Run 1, M1 wires:
Scale: 3 px per um. Cells faint in the background.
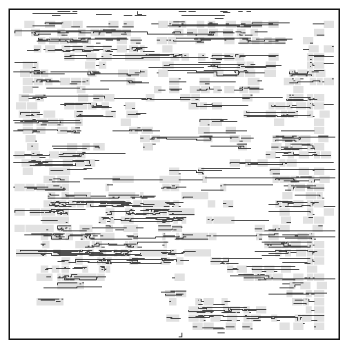
Run 1, metal 2:
Scale: 4 px per um.
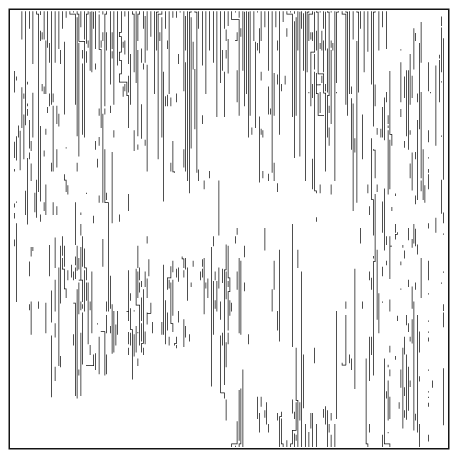
Run 1, M3 wires:
Scale: 2 px per um. Cells faint in the background.
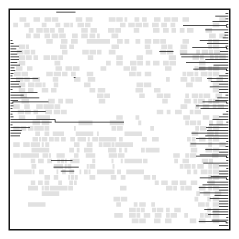
Run 1, I/O pins on the die edge:
Scale: 4 px per um. Pins as bars across the die edge, other pins in gray.
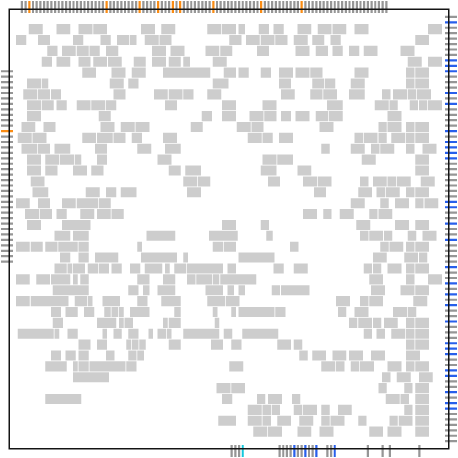
<file path="config.mk">
export PLATFORM = sky130hd
export DESIGN_NAME = dmem_arbiter
export DESIGN_NICKNAME = d
export VERILOG_FILES = /design/src/rtl/dmem_arbiter.sv
export SDC_FILE = /design/constraint.sdc
export NUM_CORES = 1
export LEC_CHECK = 0
export CAP_MARGIN = 20
export CELL_PAD_IN_SITES_DETAIL_PLACEMENT = 0
export CELL_PAD_IN_SITES_GLOBAL_PLACEMENT = 1
export CORE_UTILIZATION = 14
export CTS_BUF_LIST = sky130_fd_sc_hd__clkbuf_4 sky130_fd_sc_hd__clkbuf_8
export DETAILED_ROUTE_END_ITERATION = 16
export PLACE_DENSITY_LB_ADDON = 0.08
export REMOVE_ABC_BUFFERS = 1
export SYNTH_ARGS = -nofsm -noshare
export SYNTH_HDL_FRONTEND = slang
export SYNTH_SLANG_ARGS = --single-unit
export TNS_END_PERCENT = 10
</file>
<file path="constraint.sdc">
create_clock -name clk -period 2.4 [get_ports clk]
set_input_delay 0.48 -clock clk [delete_from_list [all_inputs] [get_ports clk]]
set_output_delay 0.48 -clock clk [all_outputs]
set_load 0.02 [all_outputs]
</file>
<file path="src/rtl/dmem_arbiter.sv">
// dmem_arbiter: shares a single-port, 1-cycle-latency data memory between the
// core load/store path (port 0) and an external loader/debug master (port 1).
// Round-robin arbitration in normal operation. Port 1 may lock the memory for
// bounded bursts, and a forced one-cycle yield keeps the core from starving.
`timescale 1ns/1ps
module dmem_arbiter #(
  parameter int DATA_WIDTH = 32,
  parameter int ADDR_WIDTH = 10,
  parameter int MAX_BURST  = 16
) (
  input  logic                  clk,
  input  logic                  rst_n,
  input  logic                  p0_valid,
  output logic                  p0_ready,
  input  logic                  p0_we,
  input  logic [ADDR_WIDTH-1:0] p0_addr,
  input  logic [DATA_WIDTH-1:0] p0_wdata,
  input  logic                  p1_valid,
  output logic                  p1_ready,
  input  logic                  p1_we,
  input  logic [ADDR_WIDTH-1:0] p1_addr,
  input  logic [DATA_WIDTH-1:0] p1_wdata,
  input  logic                  p1_lock,
  output logic                  p0_rsp_valid,
  output logic [DATA_WIDTH-1:0] p0_rsp_rdata,
  output logic                  p1_rsp_valid,
  output logic [DATA_WIDTH-1:0] p1_rsp_rdata,
  output logic [ADDR_WIDTH-1:0] mem_addr,
  output logic [DATA_WIDTH-1:0] mem_wdata,
  output logic                  mem_read_en,
  output logic                  mem_write_en,
  input  logic [DATA_WIDTH-1:0] mem_rdata,
  output logic [1:0]            arb_state
);

  typedef enum logic [1:0] {
    ST_ARB   = 2'b00,
    ST_LOCK  = 2'b01,
    ST_YIELD = 2'b10
  } arb_state_e;

  localparam int CNT_W = $clog2(MAX_BURST + 1);
  localparam logic [CNT_W-1:0] MAX_CNT  = CNT_W'(MAX_BURST);
  localparam logic [CNT_W-1:0] LAST_CNT = CNT_W'(MAX_BURST - 1);

  arb_state_e       state_q, state_d;
  logic             last_grant_q, last_grant_d;   // 1 = port 1 had the last beat
  logic [CNT_W-1:0] burst_cnt_q, burst_cnt_d;
  logic             relock_block_q, relock_block_d; // set after a yield until p1_lock drops
  logic             rsp_valid_q, rsp_valid_d;
  logic             rsp_port_q, rsp_port_d;
  logic             grant0, grant1;

  // Grant selection: round-robin in ARB, port 1 only in LOCK, port 0 only in YIELD
  always_comb begin
    grant0 = 1'b0;
    grant1 = 1'b0;
    unique case (state_q)
      ST_ARB: begin
        if (p0_valid && p1_valid) begin
          grant0 = last_grant_q;
          grant1 = ~last_grant_q;
        end else begin
          grant0 = p0_valid;
          grant1 = p1_valid;
        end
      end
      ST_LOCK:  grant1 = p1_valid;
      ST_YIELD: grant0 = p0_valid;
      default: ;
    endcase
  end

  assign p0_ready     = grant0;
  assign p1_ready     = grant1;
  assign mem_addr     = grant1 ? p1_addr  : (grant0 ? p0_addr  : '0);
  assign mem_wdata    = grant1 ? p1_wdata : (grant0 ? p0_wdata : '0);
  assign mem_read_en  = (grant0 & ~p0_we) | (grant1 & ~p1_we);
  assign mem_write_en = (grant0 &  p0_we) | (grant1 &  p1_we);
  assign arb_state    = state_q;

  assign p0_rsp_valid = rsp_valid_q & ~rsp_port_q;
  assign p1_rsp_valid = rsp_valid_q &  rsp_port_q;
  assign p0_rsp_rdata = p0_rsp_valid ? mem_rdata : '0;
  assign p1_rsp_rdata = p1_rsp_valid ? mem_rdata : '0;

  // Next-state logic for the lock FSM, round-robin pointer, burst counter and read tag
  always_comb begin
    state_d        = state_q;
    last_grant_d   = last_grant_q;
    burst_cnt_d    = burst_cnt_q;
    relock_block_d = relock_block_q & p1_lock;
    rsp_valid_d    = mem_read_en;
    rsp_port_d     = grant1;

    if (grant0) last_grant_d = 1'b0;
    if (grant1) last_grant_d = 1'b1;

    unique case (state_q)
      ST_ARB: begin
        burst_cnt_d = '0;
        if (grant1 && p1_lock && !relock_block_q) begin
          state_d     = ST_LOCK;
          burst_cnt_d = CNT_W'(1);
        end
      end
      ST_LOCK: begin
        if (grant1 && burst_cnt_q != MAX_CNT) burst_cnt_d = burst_cnt_q + CNT_W'(1);
        if (grant1 && burst_cnt_q == LAST_CNT) begin
          state_d = ST_YIELD;
        end else if (!p1_lock) begin
          state_d      = ST_ARB;
          last_grant_d = 1'b1;
          burst_cnt_d  = '0;
        end
      end
      ST_YIELD: begin
        state_d        = ST_ARB;
        last_grant_d   = 1'b1;
        burst_cnt_d    = '0;
        relock_block_d = p1_lock;
      end
      default: state_d = ST_ARB;
    endcase
  end

  // State registers; reset drops any in-flight read response immediately
  always_ff @(posedge clk or negedge rst_n) begin
    if (!rst_n) begin
      state_q        <= ST_ARB;
      last_grant_q   <= 1'b1;
      burst_cnt_q    <= '0;
      relock_block_q <= 1'b0;
      rsp_valid_q    <= 1'b0;
      rsp_port_q     <= 1'b0;
    end else begin
      state_q        <= state_d;
      last_grant_q   <= last_grant_d;
      burst_cnt_q    <= burst_cnt_d;
      relock_block_q <= relock_block_d;
      rsp_valid_q    <= rsp_valid_d;
      rsp_port_q     <= rsp_port_d;
    end
  end

endmodule
</file>
==> run summary, run 1 <==
Implementation numbers.

- Looking at the reg2reg group, the worst path starts from burst_cnt_q[1].
- Cell internal power was estimated by the tool at between 1500 and 2000 uW.
- The number of max-cap violations reads 0.
- The post-route antenna net violation count is 0.
- The buffer levels on the longest clock path reads 2.
- The checks that failed: setup timing.
- The register cell area after layout reads 277 um2.
- The highest achievable clock rate is just over 0.4 GHz.
- The number of antenna violations at the first check in global routing reads 0.
- The per-instance average area after synthesis is around 7.9 um2.
- The worst path setup slack after routing is -0.0362 ns.
- Data on the critical path is required at its endpoint by 1.92 ns.
- The number of different library cells in the post-synthesis netlist reads 35.
- Post-synthesis, Yosys gives the total cell area as 1620 um2.
- Entering global routing, the biggest net connects 34 pins.
- The kind of start point of the critical path reads a flop.
- The post-CTS clock slew at the launch and capture registers of the worst setup and hold paths is around 0.060 ns.
- The flow ran to the end, but the final reports show violations.
- The most instantiated library cell after synthesis is a22o_1.
- The number of standard cells after synthesis reads roughly 210.
- The smallest clock period supported by the final layout is computed as around 2.4 ns.
- The sum of routed wire length over all layers is between 10000 and 15000 um.
- The switching portion of total power reads between 40% and 50%.
- The final max-slew violation count recorded for this run is 0.
- The maximum fanout count along the critical path reads 10.
- The area of the core region is roughly 11000 um2.
- The sequential cell area fraction in the yosys report is between 15 and 20%.
- In this run, synthesis inferred 0 flip-flops with an integrated enable.
- The arrival time reported for the critical path endpoint is between 1.5 and 2 ns.
- The part of the power in registers is ~8%.
- The actual transition at the worst max-transition pin is 0.587 ns.
- The xor/xnor cell area share of the yosys netlist reads 0.541%.
- The number of global-route vias before repair came to 2408.
- The count of routing violations after the opening detailed-route iteration reads approximately 110.
- The final number of setup-violating endpoints is 1.
## Picture notes: 'M1 wires'
The layer carries 3930 um of wire. The longest straight run is 43.2 um. The wires run mostly horizontal.

## Picture notes: 'metal 2'
The layer holds 51% of the routed length. The longest straight run is 45.2 um. 490 nets have wire on it.

## Picture notes: 'M3 wires'
The layer holds 9.6% of the routed length. 119 nets have wire on it. The longest straight run is 34.3 um.

## Picture notes: 'I/O pins on the die edge'
Orange marks p1_addr, pins 10, direction input, edge 9 top, 1 left. Blue marks p0_rsp_rdata, pins 32, direction output, edge 28 right, 4 bottom. Cyan marks mem_read_en, pins 1, direction output, edge bottom.

==> run 1: kinds of logic after synthesis <==
kind of cell | after synthesis
mux | 1
buf+inv | 28
compound gates | 71
xor+xnor | 1
simple gates | 86
fa+ha+maj | 7
flops | 11
==> run 1: flip-flops by register name (all words and copies together), names as in the netlist <==
register	count
rsp_valid_q	1
rsp_port_q	1
arb_state	2
relock_block_q	1
last_grant_q	1
burst_cnt_q	5
==> run 1: worst max path at each step <==
stage | slack (ns) | end | startpoint
after floorplan | -1.08 | mem_addr[0] | arb_state[0]
after global placement | -0.44 | mem_addr[0] | p1_valid
after detailed placement | -0.42 | mem_wdata[7] | p1_valid
after CTS | -0.17 | p0_ready | arb_state[0]
after global routing | -0.11 | mem_addr[0] | arb_state[1]
final | -0.04 | mem_addr[0] | arb_state[1]
==> run 1: layer usage <==
| layer | share of wire (%) | up-vias | track usage (%) | wire [um] |
|---|---|---|---|---|
| li1 | - | 1261 | - | - |
| met1 | 39 | 1179 | 18.2 | 3930 |
| met2 | 51 | 124 | 27.6 | 5100 |
| met3 | 9.6 | 4 | 3.73 | 966 |
| met4 | 0.51 | 0 | 1.52 | 51 |
| met5 | 0 | - | 0 | 0 |
==> run 1: stage by stage <==
step                      area [um2]  setup TNS [ns]  total power (uW)  cells  util [%]
final                           4370         -0.0362              3020    593      39.6
after global routing            4370           -1.26              3200    593      39.6
after CTS                       4340           -1.29              3030    595      39.3
after detailed placement        4270          -17.61              2730    585      38.7
after global placement          4270          -17.68              2750    585      38.7
after floorplan                 1510          -47.94              1370    186         -
==> run 1: power groups by stage <==
stage | clock network (uW) | registers [uW] | logic (uW)
6_report | 203 | 242 | 2570
2_1_floorplan | 0 | 290 | 1080
5_1_grt | 215 | 245 | 2740
4_1_cts | 209 | 242 | 2580
3_5_place_dp | 0 | 242 | 2490
3_3_place_gp | 0 | 242 | 2500
==> run 1: layout make-up <==
cell class	count	area share [%]
well taps	140	4.01
clock buffers	4	1.12
repair buffers	263	58.9
multi-input cells	166	28.9
inverters	9	0.774
flip-flops and latches	11	6.33
==> run 1: critical path, stage by stage (launching register included) <==
cell and delay, ns:
dfrtp_1 0.37, inv_2 0.08, ha_4 0.18, nor2b_4 0.12, o21ai_2 0.12, nor2b_4 0.23
bufbuf_16 0.30, a22o_1 0.17, buf_4 0.15
==> run 1: cells in the final DEF, fill, tap and decap left out, types with 3 or more instances in the layout <==
cell type,instances
clkdlybuf4s50_1,188
buf_4,46
a22o_1,44
and2_1,34
and3_1,33
buf_6,13
dfrtp_1,10
inv_1,6
a21oi_1,6
nand2_1,5
buf_2,5
nor2_1,4
ha_1,4
buf_12,4
inv_2,3
a31oi_1,3
o21ai_1,3
clkbuf_8,3
==> run 1: what timing repair did <==
action                                  CTS  global route
hold buffers                              0             0
gates resized                           220            29
pin swaps                                 3             6
endpoints found under the setup margin   46            45
gates cloned                              2             0
buffers inserted                          4             0
==> inputs of run 2 (changes only) <==
CTS_CLUSTER_SIZE = 20   (was unset)
clock period = 2.3 ns   (was 2.4 ns; I/O delays follow)
==> run 2 against run 1 <==
  * The flow still finishes with violations (setup timing)
  * Global-route usage grew 0.20 points
  * Clock power grew 2%
  * Worst hold slack gained 0.0067 ns
  * Worst setup slack lost 0.045 ns
  * Combinational power grew 16%
  * Synthesized area is the same
  * First-iteration DRC count grew 1.8%
  * Largest cell class unchanged
  * Largest power group unchanged
  * Highest routed layer unchanged
==> run summary, run 2 <==
Implementation numbers.

- The sequential cell area fraction in the yosys report reads between 10% and 20%.
- The number of standard cells after synthesis is a little over 200.
- The timing report notes that buffer and inverter cells on the critical path total 5.
- The sum of routed wire length over all layers reads around 10000 um.
- The run finished, with violations left.
- The largest net degree at the start of global routing reads 34.
- According to the floorplan report, the placeable core area is about 11000 um2.
- Per STA, the worst path is made up of inv_2 -> ha_4 -> buf_6 -> a21boi_4 -> o21ai_4 -> inv_4 -> buf_12 -> a22o_1 -> buf_6.
- The worst path setup slack after routing is -0.0816 ns.
- The height of the die is 109 um.
- Counting instances in the post-synthesis netlist gives the leading cell types as a22o_1, and2_1, and3_1, dfrtp_1, clkbuf_1.
- The setup TNS after final layout reads -1.75 ns.
- The number of max-cap violations is 0.
- The hold-fix buffer count after cts is 0.
- Once detail routing completed, the nets flagged for antenna violations numbered 0.
- Counting flops with a built-in enable in the synthesized netlist gives 0.
- The maximum fanout count along the critical path is 27.
- The post-route minimum period is around 2.4 ns.
- The cell type with the highest occurrence count on the critical path is buf_6.
- The number of global-route vias before repair reads ~2400.
- The part of the power in registers is between 7 and 8%.
- The buffer levels on the longest clock path is 2.
- After clock tree synthesis, the clock-pin slew on the worst setup and hold paths is ~0.05 ns.
- Per the cell usage report, the commonest logic cells after layout are clkdlybuf4s50_1, a22o_1, buf_6, and2_1, and3_1.
- For this block, the initial DRC count from the detailed router was between 100 and 150.
- The register with the most flip-flops in the layout has 5 of them.
- The data required time of the critical path is 1.84 ns.
- The checks that failed: setup timing.
- The root buffer selected by CTS is clkbuf_8.
- The H-tree depth reported by CTS reads 1.
- The most instantiated library cell after synthesis is a22o_1.
- In the final report, the number of endpoints failing setup comes to 42.
- Ranked by flip-flop count, first place goes to burst_cnt_q.
- The clock sink count reads 11.
- The number of antenna violations at the first check in global routing is 0.
- STA lists the startpoint of the worst register-to-register path as burst_cnt_q[1].
- The cell internal power dissipation is slightly below 2000 uW.
- The wire length of the first global-routing pass reads between 10000 and 15000 um.
- The family of cells with the greatest summed delay on the critical path reads buffers and inverters.
- The count of pins over their slew limit reads 0.
- The post-synth area from yosys stat reads 1620 um2.
- The highest achievable clock rate reads roughly 0.42 GHz.
- The kind of start point of the critical path is a flop.
- The actual transition at the worst max-transition pin is 0.573 ns.
- The number of ports placed on the die boundary reads 237.
- The most common cell after layout, fill and taps aside reads clkdlybuf4s50_1.
- The cell area reported after detailed placement is 4250 um2.
- The maximum cell stage delay along the critical path is between 0.3 and 0.4 ns.
==> run 2: netlist changes by cell type in the layout (fill, tap and decap cells not counted), moves of 2 or more <==
cell             before  now
buf_16                0    3
buf_2                 5    3
buf_4                46   26
buf_6                13   42
clkbuf_16             0    3
clkdlybuf4s50_1     188  176
dlymetal6s2s_1        1   11
==> run 2: layer usage <==
| layer | up-vias | GRT usage [%] | wire (um) |
|---|---|---|---|
| met4 | 0 | 0.571 | 31 |
| met3 | 4 | 2.96 | 825 |
| met1 | 1174 | 18.7 | 4080 |
| met5 | - | 0 | 0 |
| met2 | 123 | 28.7 | 5380 |
| li1 | 1287 | - | - |
==> run 2: layout make-up <==
| type | instances | area [um2] | area share (%) |
|---|---|---|---|
| clock buffers | 4 | 48.8 | 1.05 |
| inverters | 9 | 36.3 | 0.777 |
| well taps | 140 | 175 | 3.75 |
| multi-input cells | 166 | 1280 | 27.4 |
| flip-flops and latches | 11 | 277 | 5.92 |
| repair buffers | 272 | 2850 | 61.1 |
==> run 2: power groups by stage <==
stage	Clock [uW]	Sequential, uW	Combinational, uW
3_5_place_dp	0	252	2580
5_1_grt	227	259	3180
3_3_place_gp	0	251	2590
2_1_floorplan	0	303	1130
6_report	208	254	2990
4_1_cts	216	250	2890
==> run 2: kinds of logic (layout without fill, tap and decap cells) <==
| group | count (synthesis) | after routing | share of synthesized area, % |
|---|---|---|---|
| compound gates | 71 | 71 | 35.3 |
| xor+xnor | 1 | 1 | 0.541 |
| fa+ha+maj | 7 | 7 | 5.41 |
| buf+inv | 28 | 285 | 8.97 |
| flops | 11 | 11 | 17.1 |
| mux | 1 | 1 | 0.619 |
| simple gates | 86 | 86 | 32.0 |
==> run 2: how the worst max path moves through the flow <==
stage,from,to,slack [ns],cells after the start
6_report,arb_state[0],mem_wdata[30],-0.08,9
5_1_grt,arb_state[0],mem_wdata[30],-0.17,9
2_1_floorplan,arb_state[0],mem_addr[0],-1.16,6
4_1_cts,arb_state[0],mem_wdata[13],-0.12,10
3_3_place_gp,p0_valid,mem_wdata[21],-0.50,7
3_5_place_dp,p0_valid,mem_wdata[21],-0.53,7
==> run 2: through the flow <==
stage	worst slack, ns	util, %	power (uW)	std cells
floorplan	-1.16	-	1430	186
global placement	-0.496	38.6	2850	585
detailed placement	-0.529	38.6	2830	585
CTS	-0.115	40.9	3350	598
global route	-0.167	42.3	3670	602
finish	-0.0816	42.3	3450	602
==> run 2: worst register-to-register path: stages, from the launching register on <==
cell	delay [ns]
dfrtp_1	0.41
ha_1	0.21
and3_1	0.19
ha_1	0.21
and2_1	0.17
o21a_1	0.20
a21oi_1	0.28
nor2_1	0.09
==> run 2: repair_timing <==
item / 4_1_cts / 5_1_grt
pin swaps: 14 / 17
setup buffers: 6 / 2
resized: 273 / 29
setup endpoints to repair: 46 / 56
cloned: 3 / 3
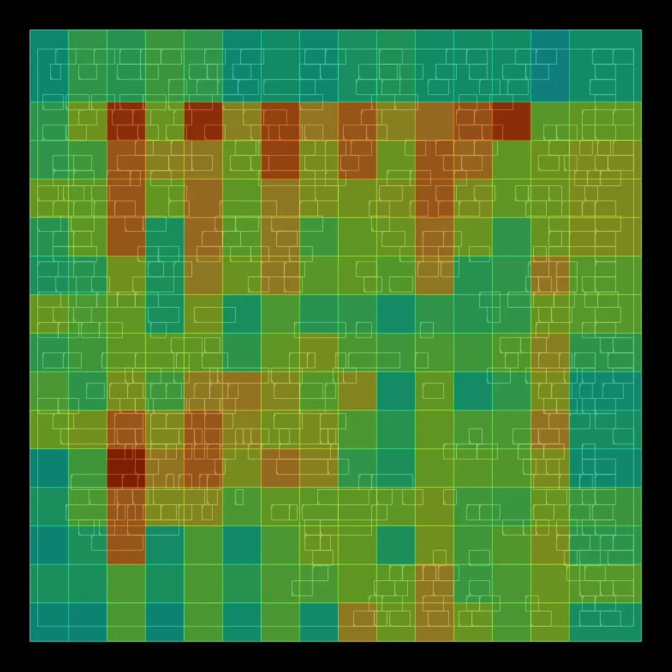
Run 2: congestion heat map
grt met3 use: 2.96%
layer with the highest usage after global routing: met2
global-route usage over all layers: 15.2%
routed wire length per instance: 17.1 um

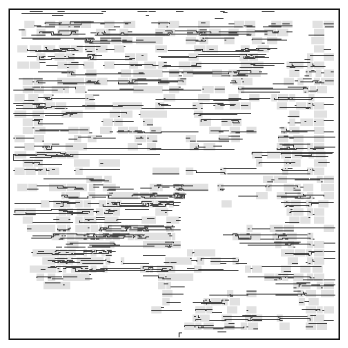
Run 2: M1 wires
Scale: 3 px per um. Cells faint in the background.
The wires run mostly horizontal. 483 nets have wire on it. The longest straight run is 34.5 um.

Power is estimated from default activity; no workload was simulated.
